**Where the registers sit**

The bar under the picture is 20 um long. Other sequential cells in the stronger grey, the rest of the logic in the fainter grey.
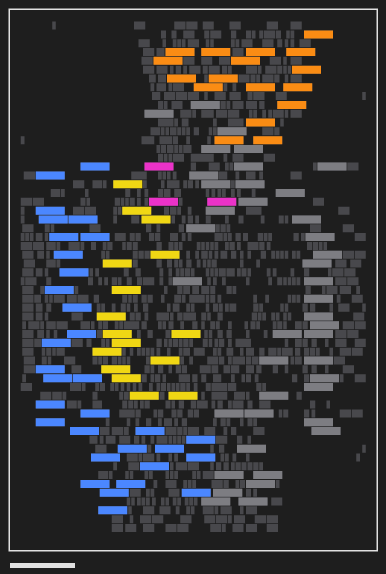
**Drive-strength map**

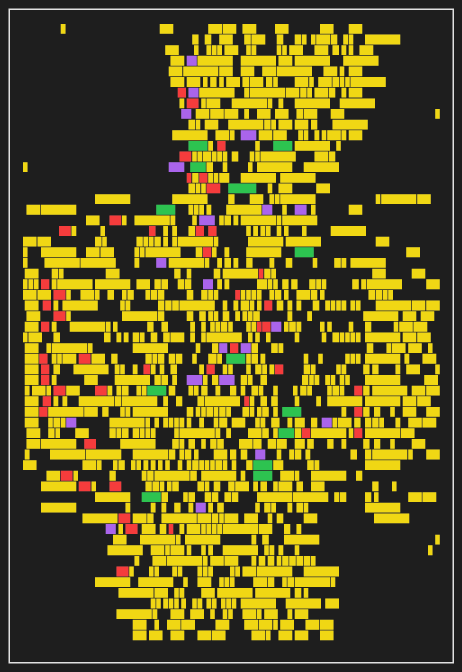
**Routed clock nets over the placement**

The bar under the picture is 20 um long.
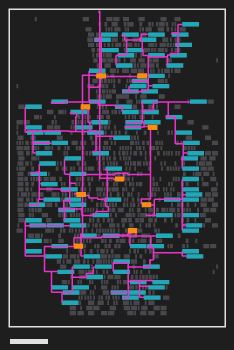
**Wire density map**

23 x 33 tiles, from dark blue (low) to red (high), scaled to the fullest tile. Values are wire area over tile area, all layers added.
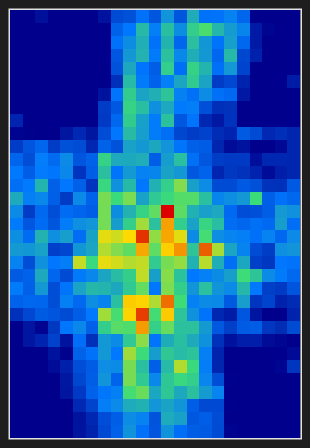
**Cell placement**

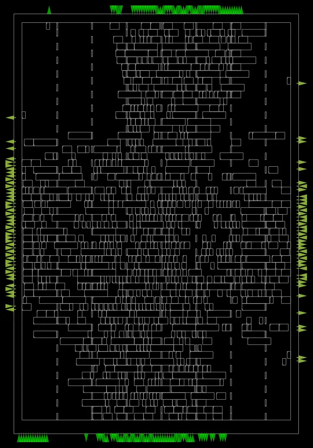
$ cat src/rtl/lsu_mem_ctrl.sv
// Load/store initiator: turns one CPU load/store into word-wide memory traffic,
// with lane extraction for loads and read-modify-write for sub-word stores.
module lsu_mem_ctrl #(
    parameter int unsigned MEM_WORDS = 131072
) (
    input  logic        clk,
    input  logic        rst,
    input  logic        req_valid,
    output logic        req_ready,
    input  logic        req_we,
    input  logic [2:0]  req_funct3,
    input  logic [31:0] req_addr,
    input  logic [31:0] req_wdata,
    output logic        rsp_valid,
    output logic [31:0] rsp_rdata,
    output logic        rsp_err,
    output logic [31:0] mem_addr,
    output logic        mem_we,
    output logic [31:0] mem_wdata,
    input  logic [31:0] mem_rdata
);

    typedef enum logic [2:0] {StIdle, StRead, StWait, StWrite, StDone} state_t;

    localparam logic [31:0] WordMask = 32'(MEM_WORDS - 1);

    state_t      state_q, state_d;
    logic        we_q;
    logic [2:0]  funct3_q;
    logic [1:0]  off_q;
    logic [15:0] wdata_q;

    logic        accept;
    logic        req_err;
    logic [31:0] word_idx;
    logic [7:0]  byte_v;
    logic [15:0] half_v;
    logic [31:0] load_data;
    logic [31:0] merge_mask;
    logic [31:0] merge_ins;
    logic [31:0] merge_data;

    logic [31:0] mem_addr_d, mem_wdata_d, rsp_rdata_d;
    logic        mem_we_d, rsp_valid_d, rsp_err_d;

    // Gated by rst so the CPU never sees ready while the block is held in reset.
    assign req_ready = (state_q == StIdle) && !rst;
    assign accept    = req_valid && req_ready;
    assign word_idx  = {2'b00, req_addr[31:2]} & WordMask;

    always_comb begin
        req_err = 1'b1;
        if (!req_we) begin
            case (req_funct3)
                3'd0, 3'd4: req_err = 1'b0;
                3'd1, 3'd5: req_err = req_addr[0];
                3'd2:       req_err = |req_addr[1:0];
                default:    req_err = 1'b1;
            endcase
        end else begin
            case (req_funct3)
                3'd0:    req_err = 1'b0;
                3'd1:    req_err = req_addr[0];
                3'd2:    req_err = |req_addr[1:0];
                default: req_err = 1'b1;
            endcase
        end
    end

    // Load lane extraction (little-endian lanes).
    always_comb begin
        byte_v = 8'(mem_rdata >> {off_q, 3'b000});
        half_v = off_q[1] ? mem_rdata[31:16] : mem_rdata[15:0];
        case (funct3_q)
            3'd0:    load_data = {{24{byte_v[7]}}, byte_v};
            3'd1:    load_data = {{16{half_v[15]}}, half_v};
            3'd4:    load_data = {24'b0, byte_v};
            3'd5:    load_data = {16'b0, half_v};
            default: load_data = mem_rdata;
        endcase
    end

    // Sub-word store merge: funct3[0]=0 is SB, 1 is SH.
    always_comb begin
        if (!funct3_q[0]) begin
            merge_mask = 32'h0000_00ff << {off_q, 3'b000};
            merge_ins  = {24'b0, wdata_q[7:0]} << {off_q, 3'b000};
        end else begin
            merge_mask = 32'h0000_ffff << {off_q[1], 4'b0000};
            merge_ins  = {16'b0, wdata_q} << {off_q[1], 4'b0000};
        end
        merge_data = (mem_rdata & ~merge_mask) | merge_ins;
    end

    always_comb begin
        state_d     = state_q;
        mem_addr_d  = mem_addr;
        mem_we_d    = 1'b0;
        mem_wdata_d = mem_wdata;
        rsp_valid_d = 1'b0;
        rsp_rdata_d = rsp_rdata;
        rsp_err_d   = rsp_err;
        case (state_q)
            StIdle: begin
                if (accept) begin
                    if (req_err) begin
                        state_d     = StDone;
                        rsp_valid_d = 1'b1;
                        rsp_err_d   = 1'b1;
                        rsp_rdata_d = 32'b0;
                    end else begin
                        mem_addr_d = word_idx;
                        if (req_we && req_funct3 == 3'd2) begin
                            state_d     = StWrite;
                            mem_we_d    = 1'b1;
                            mem_wdata_d = req_wdata;
                        end else begin
                            state_d = StRead;
                        end
                    end
                end
            end
            StRead: state_d = StWait;
            StWait: begin
                if (we_q) begin
                    state_d     = StWrite;
                    mem_we_d    = 1'b1;
                    mem_wdata_d = merge_data;
                end else begin
                    state_d     = StDone;
                    rsp_valid_d = 1'b1;
                    rsp_rdata_d = load_data;
                    rsp_err_d   = 1'b0;
                end
            end
            StWrite: begin
                state_d     = StDone;
                rsp_valid_d = 1'b1;
                rsp_rdata_d = 32'b0;
                rsp_err_d   = 1'b0;
            end
            StDone:  state_d = StIdle;
            default: state_d = StIdle;
        endcase
    end

    always_ff @(posedge clk or posedge rst) begin
        if (rst) begin
            state_q   <= StIdle;
            mem_addr  <= 32'b0;
            mem_we    <= 1'b0;
            mem_wdata <= 32'b0;
            rsp_valid <= 1'b0;
            rsp_rdata <= 32'b0;
            rsp_err   <= 1'b0;
        end else begin
            state_q   <= state_d;
            mem_addr  <= mem_addr_d;
            mem_we    <= mem_we_d;
            mem_wdata <= mem_wdata_d;
            rsp_valid <= rsp_valid_d;
            rsp_rdata <= rsp_rdata_d;
            rsp_err   <= rsp_err_d;
        end
    end

    always_ff @(posedge clk or posedge rst) begin
        if (rst) begin
            we_q     <= 1'b0;
            funct3_q <= 3'b0;
            off_q    <= 2'b0;
            wdata_q  <= 16'b0;
        end else if (accept) begin
            we_q     <= req_we;
            funct3_q <= req_funct3;
            off_q    <= req_addr[1:0];
            wdata_q  <= req_wdata[15:0];
        end
    end

endmodule

$ cat config.mk
export PLATFORM = sky130hd
export DESIGN_NAME = lsu_mem_ctrl
export DESIGN_NICKNAME = d
export VERILOG_FILES = /design/src/rtl/lsu_mem_ctrl.sv
export SDC_FILE = /design/constraint.sdc
export NUM_CORES = 1
export LEC_CHECK = 0
export ABC_AREA = 1
export CORE_ASPECT_RATIO = 1.5
export CORE_MARGIN = 3
export CORE_UTILIZATION = 35
export CTS_BUF_LIST = sky130_fd_sc_hd__clkbuf_4 sky130_fd_sc_hd__clkbuf_8
export CTS_CLUSTER_DIAMETER = 100
export CTS_CLUSTER_SIZE = 28
export DETAILED_ROUTE_END_ITERATION = 12
export PLACE_DENSITY = 0.78
export SLEW_MARGIN = 20
export SYNTH_ARGS = -nofsm -noshare
export SYNTH_HDL_FRONTEND = slang
export SYNTH_SLANG_ARGS = --single-unit
$ cat constraint.sdc
create_clock -name clk -period 3.29 [get_ports clk]
set_clock_uncertainty 0.05 [all_clocks]
set_input_delay 0.329 -clock clk [delete_from_list [all_inputs] [get_ports clk]]
set_output_delay 0.329 -clock clk [all_outputs]
set_load 0.005 [all_outputs]
==> flow_summary.json <==
{
  "row_count": 58,
  "io_pins": 203,
  "io_buffers": 174,
  "logic_gate_count": 612,
  "die.size.y_um": 166.7,
  "logic_area_um2": 2756,
  "cts_setup_buffers": 0,
  "rsz0062_at_grt": "false",
  "nNonClkInverters": 52,
  "final-setup-viol-count": 0,
  "die_area_um2": 18850,
  "crit_buf_inv": 0,
  "drive_gt1_frac": 0.08316,
  "finalCritPeriodShare": 0.6705,
  "fin_util": 0.4741,
  "tightest_slew_ns": 1.048,
  "xor_share": 0,
  "startpoint_type": "register",
  "drt_wl_total_mm": 18.83,
  "fmax_mhz": 453.3,
  "synth_cell_types": 32,
  "topCombFamilyByArea": "simple AND/OR/NAND/NOR gates",
  "cp.depth": 5,
  "finalCriticalPeriod_ns": 2.206,
  "cpLargestDelayFamily": "flip-flops",
  "synth.top_cell.area_share": 0.4529,
  "n_clock_buffer": 10,
  "cp-end-kind": "register",
  "sh_comb_area": 0.3453,
  "seqCellArea_um2": 2728,
  "pre_cts_slack_ns": 0.8254,
  "root_buffer": "clkbuf_8",
  "cp_slowest_cell": "dfrtp_1",
  "first_global_vias": 5732,
  "r2r-start": "off_q[1]$_DFFE_PP0P_",
  "drc": 0,
  "status": "completed",
  "ys_warn_count": 0,
  "lay_top_cells": "313 x nand2_1, 174 x clkdlybuf4s50_1, 109 x dfrtp_1, 67 x nand3_1, 43 x o21ai_1",
  "routabilityCongestion": 0.9217,
  "top_cells_by_area": "dfrtp_1 45%, nand2_1 20%, nand3_1 5.6%, o21ai_1 3.6%, o21ai_0 3.5%",
  "warning_count": 39,
  "die_w_um": 113.1,
  "fin_nets": 1073,
  "endpoint": "mem_wdata[20]$_DFFE_PP0P_"
}
-- 'where the registers sit' (at the start) --
[magenta] `state_q` | sequential cells: 3
[orange] `mem_addr` | sequential cells: 17
[blue] `mem_wdata` | sequential cells: 32
[yellow] `wdata_q` | sequential cells: 16
not coloured: 41

-- 'drive-strength map' (at the start) --
[green] _6 and larger | cells: 13
[red] _2 cells | cells: 48
[yellow] _0 and _1 cells | cells: 893
[purple] _3 and _4 cells | cells: 20
Area Growth Syn to Fin: 32.56%
Signal buffers: 186

-- 'routed clock nets over the placement' (at the start) --
[orange] clock drivers | count: 9
[magenta] clock wires | length: 1400 um
[cyan] flip-flops | count: 109
routed clock nets: 10
flops lie: widely spread

-- 'wire density map' (at the start) --
densest ninth of the die: middle
tiles over half the peak: 8.6%
fullest tile: 0.74
emptiest ninth of the die: top left
mean over tiles: 0.17
nearly empty tiles: 24%

-- 'cell placement' (at the start) --
sequential share of cell area: 0.3417
Layout Cells excl Fill: 1187

-- cells by family after synthesis --
| logic type | after synthesis |
|---|---|
| AND-OR/OR-AND | 141 |
| buffers and inverters | 111 |
| flip-flops | 109 |
| other | 1 |
| AND/OR/NAND/NOR | 456 |
-- registers in the layout, indices dropped and copies added (netlist names) --
register and flops:
rsp_rdata 32, mem_addr 17, rsp_err 1, wdata_q 16
we_q 1, off_q 2, mem_wdata 32, mem_we 1
state_q 3, funct3_q 3, rsp_valid 1
-- power breakdown --
| group | internal [uW] | switching (uW) |
|---|---|---|
| clock | 303 | 492 |
| sequential | 1800 | 353 |
| combinational | 1230 | 1580 |
| total | 3330 | 2420 |
-- cells in the mapped netlist --
cell type / instances
a21oi_1: 34
a21oi_2: 2
a31oi_1: 2
buf_1: 2
buf_2: 19
buf_4: 21
buf_6: 9
clkbuf_1: 8
clkinv_1: 1
clkinv_2: 1
conb_1: 1
dfrtp_1: 109
inv_1: 43
inv_2: 6
inv_4: 1
nand2_1: 313
nand2_2: 7
nand2_4: 3
nand3_1: 67
nand3_2: 1
nand3b_1: 2
nand4_1: 5
nor2_1: 36
nor2_2: 4
nor2_4: 2
nor3_1: 4
o211ai_1: 2
o21ai_0: 42
o21ai_1: 43
o21ai_2: 14
o21bai_1: 2
or2_2: 12
-- metal layers --
layer  global-route usage  wire, um  share of wire
met1               0.2517      7398           0.39
met2               0.3289      9269           0.49
met3              0.03090      1322          0.070
met4               0.1088       838          0.045
met5                    0         0              0
-- worst register-to-register path: cells and delay by family (launching register included) --
family	cells	cell delay, ns
flip-flops	1	0.91
AND/OR/NAND/NOR	4	0.70
AND-OR/OR-AND	1	0.45
No activity file was given, so power comes from the tool's default toggle rates.
